logic_types.png
Bar = 20 um.
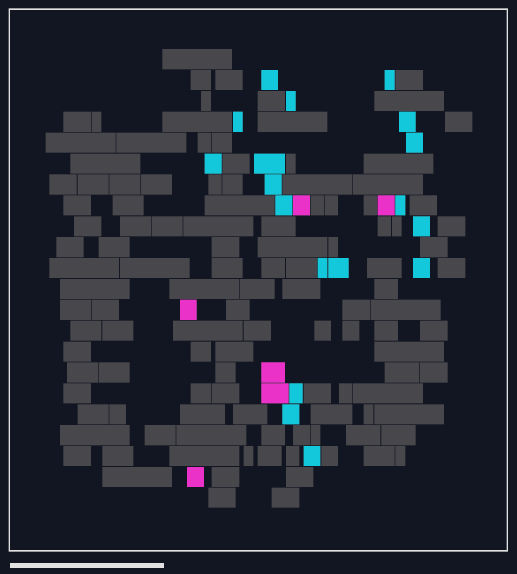
placement.png
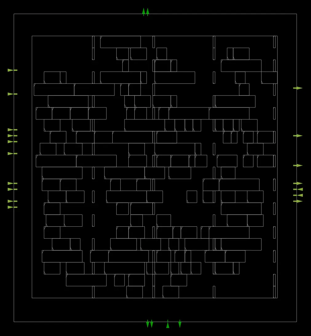
cell_density.png
6 x 7 tiles, from black (low) to pale yellow (high), 0 to 100% covered.
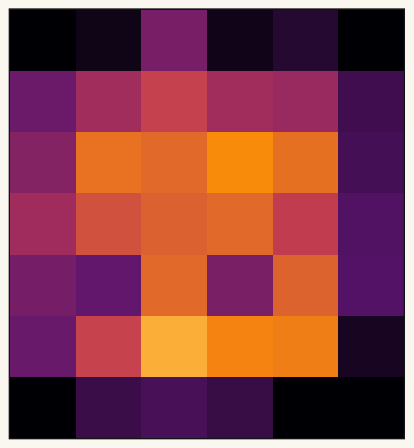
io_fan.png
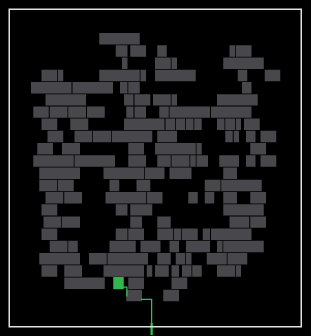
### src/rtl/ccff_loader_pkg.sv
// rtl/ccff_loader_pkg.sv - shared state encoding and counter width helper for the ccff loader
package ccff_loader_pkg;

  typedef enum logic [1:0] {IDLE, FETCH, SHIFT, DONE} state_t;

  function automatic int ccff_cnt_w(input int n);
    return (n > 1) ? $clog2(n) : 1;
  endfunction

endpackage

### src/rtl/ccff_word_shifter.sv
// rtl/ccff_word_shifter.sv - MSB-first word shift register with bit index and last-bit flag
module ccff_word_shifter
  import ccff_loader_pkg::*;
#(
  parameter int DATA_W = 8
) (
  input  logic              prog_clk,
  input  logic              prog_reset,
  input  logic              load,
  input  logic              shift,
  input  logic [DATA_W-1:0] data,
  output logic              msb,
  output logic              last_bit
);

  localparam int IW = ccff_cnt_w(DATA_W);

  logic [DATA_W-1:0] shreg_q, shreg_d;
  logic [IW-1:0]     bit_idx_q, bit_idx_d;

  // A load on the word boundary replaces the shift so the next word follows without a bubble.
  always_comb begin
    shreg_d   = shreg_q;
    bit_idx_d = bit_idx_q;
    if (load) begin
      shreg_d   = data;
      bit_idx_d = '0;
    end else if (shift) begin
      shreg_d   = {shreg_q[DATA_W-2:0], 1'b0};
      bit_idx_d = bit_idx_q + 1'b1;
    end
  end

  always_ff @(posedge prog_clk or posedge prog_reset) begin
    if (prog_reset) begin
      shreg_q   <= '0;
      bit_idx_q <= '0;
    end else begin
      shreg_q   <= shreg_d;
      bit_idx_q <= bit_idx_d;
    end
  end

  assign msb      = shreg_q[DATA_W-1];
  assign last_bit = (bit_idx_q == IW'(DATA_W - 1));

endmodule

### src/rtl/ccff_chain_loader.sv
// rtl/ccff_chain_loader.sv - streams configuration words MSB-first into a ccff chain and counts tail ones
module ccff_chain_loader
  import ccff_loader_pkg::*;
#(
  parameter int CHAIN_LEN = 20,
  parameter int DATA_W    = 8
) (
  input  logic                                  prog_clk,
  input  logic                                  prog_reset,
  input  logic                                  start,
  input  logic [DATA_W-1:0]                     s_data,
  input  logic                                  s_valid,
  output logic                                  s_ready,
  output logic                                  ccff_head,
  output logic                                  chain_en,
  input  logic                                  ccff_tail,
  output logic                                  busy,
  output logic                                  done,
  output logic [ccff_cnt_w(CHAIN_LEN+1)-1:0]    tail_ones
);

  localparam int             CW        = ccff_cnt_w(CHAIN_LEN + 1);
  localparam logic [CW-1:0]  FINAL_IDX = CW'(CHAIN_LEN - 1);

  state_t        state_q, state_d;
  logic [CW-1:0] bit_total_q, bit_total_d;
  logic [CW-1:0] tail_ones_q, tail_ones_d;
  logic          chain_en_q, chain_en_d;
  logic          busy_q, busy_d;
  logic          done_q, done_d;
  logic          load, shift, msb, last_bit, final_bit;

  ccff_word_shifter #(.DATA_W(DATA_W)) u_shifter (
    .prog_clk   (prog_clk),
    .prog_reset (prog_reset),
    .load       (load),
    .shift      (shift),
    .data       (s_data),
    .msb        (msb),
    .last_bit   (last_bit)
  );

  assign final_bit = (bit_total_q == FINAL_IDX);

  always_comb begin
    state_d     = state_q;
    bit_total_d = bit_total_q;
    tail_ones_d = tail_ones_q;
    chain_en_d  = chain_en_q;
    busy_d      = busy_q;
    done_d      = done_q;
    load        = 1'b0;
    shift       = 1'b0;
    s_ready     = 1'b0;
    case (state_q)
      IDLE, DONE: begin
        if (start) begin
          state_d     = FETCH;
          bit_total_d = '0;
          tail_ones_d = '0;
          done_d      = 1'b0;
          busy_d      = 1'b1;
        end
      end
      FETCH: begin
        s_ready = 1'b1;
        if (s_valid) begin
          load       = 1'b1;
          state_d    = SHIFT;
          chain_en_d = 1'b1;
        end
      end
      SHIFT: begin
        shift       = 1'b1;
        bit_total_d = bit_total_q + 1'b1;
        tail_ones_d = tail_ones_q + CW'(ccff_tail);
        // The final bit wins over a coincident word boundary: leftover word bits are dropped.
        if (final_bit) begin
          state_d    = DONE;
          chain_en_d = 1'b0;
          busy_d     = 1'b0;
          done_d     = 1'b1;
        end else if (last_bit) begin
          s_ready = 1'b1;
          if (s_valid) begin
            load = 1'b1;
          end else begin
            state_d    = FETCH;
            chain_en_d = 1'b0;
          end
        end
      end
      default: state_d = IDLE;
    endcase
  end

  always_ff @(posedge prog_clk or posedge prog_reset) begin
    if (prog_reset) begin
      state_q     <= IDLE;
      bit_total_q <= '0;
      tail_ones_q <= '0;
      chain_en_q  <= 1'b0;
      busy_q      <= 1'b0;
      done_q      <= 1'b0;
    end else begin
      state_q     <= state_d;
      bit_total_q <= bit_total_d;
      tail_ones_q <= tail_ones_d;
      chain_en_q  <= chain_en_d;
      busy_q      <= busy_d;
      done_q      <= done_d;
    end
  end

  assign chain_en  = chain_en_q;
  assign ccff_head = chain_en_q & msb;
  assign busy      = busy_q;
  assign done      = done_q;
  assign tail_ones = tail_ones_q;

endmodule
### config.mk
export PLATFORM = sky130hd
export DESIGN_NAME = ccff_chain_loader
export DESIGN_NICKNAME = d
export VERILOG_FILES = /design/src/rtl/ccff_loader_pkg.sv /design/src/rtl/ccff_word_shifter.sv /design/src/rtl/ccff_chain_loader.sv
export SDC_FILE = /design/constraint.sdc
export NUM_CORES = 1
export LEC_CHECK = 0
export CORE_ASPECT_RATIO = 1.1
export CORE_MARGIN = 4
export CORE_UTILIZATION = 40
export DETAILED_ROUTE_END_ITERATION = 6
export GPL_TIMING_DRIVEN = 0
export REMOVE_ABC_BUFFERS = 1
export SLEW_MARGIN = 20
export SYNTH_ARGS = -nofsm -noshare
export SYNTH_HDL_FRONTEND = slang
export SYNTH_SLANG_ARGS = --single-unit
### constraint.sdc
create_clock -name prog_clk -period 5.1 [get_ports prog_clk]
set_input_delay 1.275 -clock prog_clk [delete_from_list [all_inputs] [get_ports prog_clk]]
set_output_delay 1.275 -clock prog_clk [all_outputs]
set_load 0.05 [all_outputs]
==> results.cfg <==
; synthesis and place-and-route metrics
[status]
outcome = finished clean

[hold_path]
hold_class = reg2reg

[cts]
hold_buffers = 0
cts_tree = done
cts_setup_buffers = 0
cts_buffers = 3
clock-sinks = 26

[grt]
grt_max_degree = 27
grt_pass1_wl_mm = 4.33

[sta]
fmax_mhz = 250
setup_viol = 0
finClkSkew_ps = 1.10
tightest_slew_ps = 912
fin_crit_sh = 0.784

[die]
die_w_um = 64.7
die_h_um = 70.3
rows = 22
chipArea_sq_mm = 0.00455

[power_and_ir_drop]
power_frac_clock = 0.111
switching_power_mw = 0.368
p_int_mw = 0.558
switching_share = 0.397
peakVddDrop_v = 0.000225
p_comb_frac = 0.541

[cells_and_area]
nNetsFinal = 163

[yosys]
synth-warning-count = 0
ys_area_sq_mm = 0.00141
synth-edff-count = 0
synth.avg_cell_area_sq_um = 11.8
synth_seq_share = 0.461
ys_ff = 26
synth.distinct_cells = 33

[critical_path]
crit_chain = inv_1 > ha_1 > nand3_1 > a21oi_1 > clkdlybuf4s50_1
crit_family = buffers and inverters
worst_ep_required_time_ps = 3830

[placed_design]
routabilityCongestion = 0.725

[drt]
drtIter0Drc = 76
antenna_left = 0
wl_per_cell_um = 12.7

[run]
log.warning_count = 26
Notes on logic_types.png above:
| family | color | cells |
|---|---|---|
| and/or cells | magenta | 6 |
| nand cells | cyan | 18 |

Notes on placement.png above:
Core Area: 0.00336 sq mm
fin cells: 190

Notes on cell_density.png above:
densest ninth of the die: center
fullest tile: 82%
nearly empty tiles: 12%
mean over tiles: 36%
initial core utilization: 0.421
Final Util: 0.507

Notes on io_fan.png above:
| port | color | direction | edge | end cells | buffers | wire |
|---|---|---|---|---|---|---|
| `ccff_head` | green | output | bottom | 1 | 1 | 10.9 um |

-- flip-flops by register name, indices dropped and copies added (netlist names) --
register / cells
u_shifter.bit_idx_q: 3
u_shifter.shreg_q: 8
bit_total_q: 5
chain_en: 1
busy: 1
done: 1
tail_ones: 5
state_q: 2
-- worst paths after layout --
path	from	end	slack (ps)	cells past startpoint
worst max-delay path	state_q[0]	s_ready	1100	5
worst min-delay path	done	done	500	1
worst max register to register	state_q[0]	u_shifter.shreg_q[3]	2890	5
worst min register to register	done	done	500	1
max in group asynchronous	prog_reset	state_q[0]	3360	2
min in group asynchronous	prog_reset	u_shifter.shreg_q[3]	1330	2
-- through the flow --
step | worst slack [ps] | area [sq um] | util
6_report | 1100 | 1700 | 0.507
3_5_place_dp | 1430 | 1670 | 0.496
3_3_place_gp | 1450 | 1670 | 0.496
2_1_floorplan | 1840 | 1390 | -
4_1_cts | 1040 | 1700 | 0.507
5_1_grt | 930 | 1700 | 0.507
-- power by group through the flow --
stage                     clock network, mW  logic (mW)  registers (mW)
after global routing                  0.120       0.554           0.335
after detailed placement                  0       0.511           0.329
final                                 0.102       0.501           0.322
after floorplan                           0       0.335           0.373
after CTS                             0.110       0.513           0.324
after global placement                    0       0.499           0.325
-- Yosys cell counts, types with 2 or more instances --
cell type,n,area (sq um)
ha_1,7,87.6
nand2b_1,6,37.5
nand4_1,4,25.0
nor2b_1,4,25.0
buf_4,3,22.5
or3_1,2,12.5
nand2_1,5,18.8
a22o_1,3,26.3
mux2i_1,6,60.1
a21oi_1,4,20.0
inv_1,8,30.0
dfrtp_1,26,651
mux2_2,17,191
and2_1,2,12.5
a211oi_1,2,15.0
o21ai_0,4,20.0
-- kinds of logic after synthesis --
kind of cell | share of synthesized area
AND-OR/OR-AND | 0.109
XOR/XNOR | 0.00620
flip-flops | 0.461
adder cells (fa/ha/maj) | 0.0620
AND/OR/NAND/NOR | 0.126
multiplexers | 0.196
buffers and inverters | 0.0407
-- cell type report --
type                    instances  area, sq um
flip-flops and latches         26          651
fillers                       329         1660
multi-input cells              82          704
repair buffers                 22          220
well taps                      48         60.1
inverters                       8         30.0
clock buffers                   4         36.3
-- per-layer routing --
metal	part of all wire	vias up	global-route usage
met3	0.037	2	0.0257
met4	0.0083	0	0.0352
li1	-	482	-
met1	0.43	463	0.152
met5	0	-	0
met2	0.52	20	0.202
-- placed cells by master, fill, tap and decap left out, types with 2 or more instances in the layout --
master           Yosys  routed
nor2b_1              4       4
mux2i_1              6       6
clkdlybuf4s50_1      0      22
or3_1                2       2
nand2_1              5       5
nand4_1              4       4
a21oi_1              4       4
nand2b_1             6       6
clkbuf_4             0       3
mux2_2              17      17
inv_1                8       7
a22o_1               3       3
and2_1               2       2
o21ai_0              4       4
dfrtp_1             26      26
a211oi_1             2       2
ha_1                 7       7
Power and IR drop assume default switching activity.
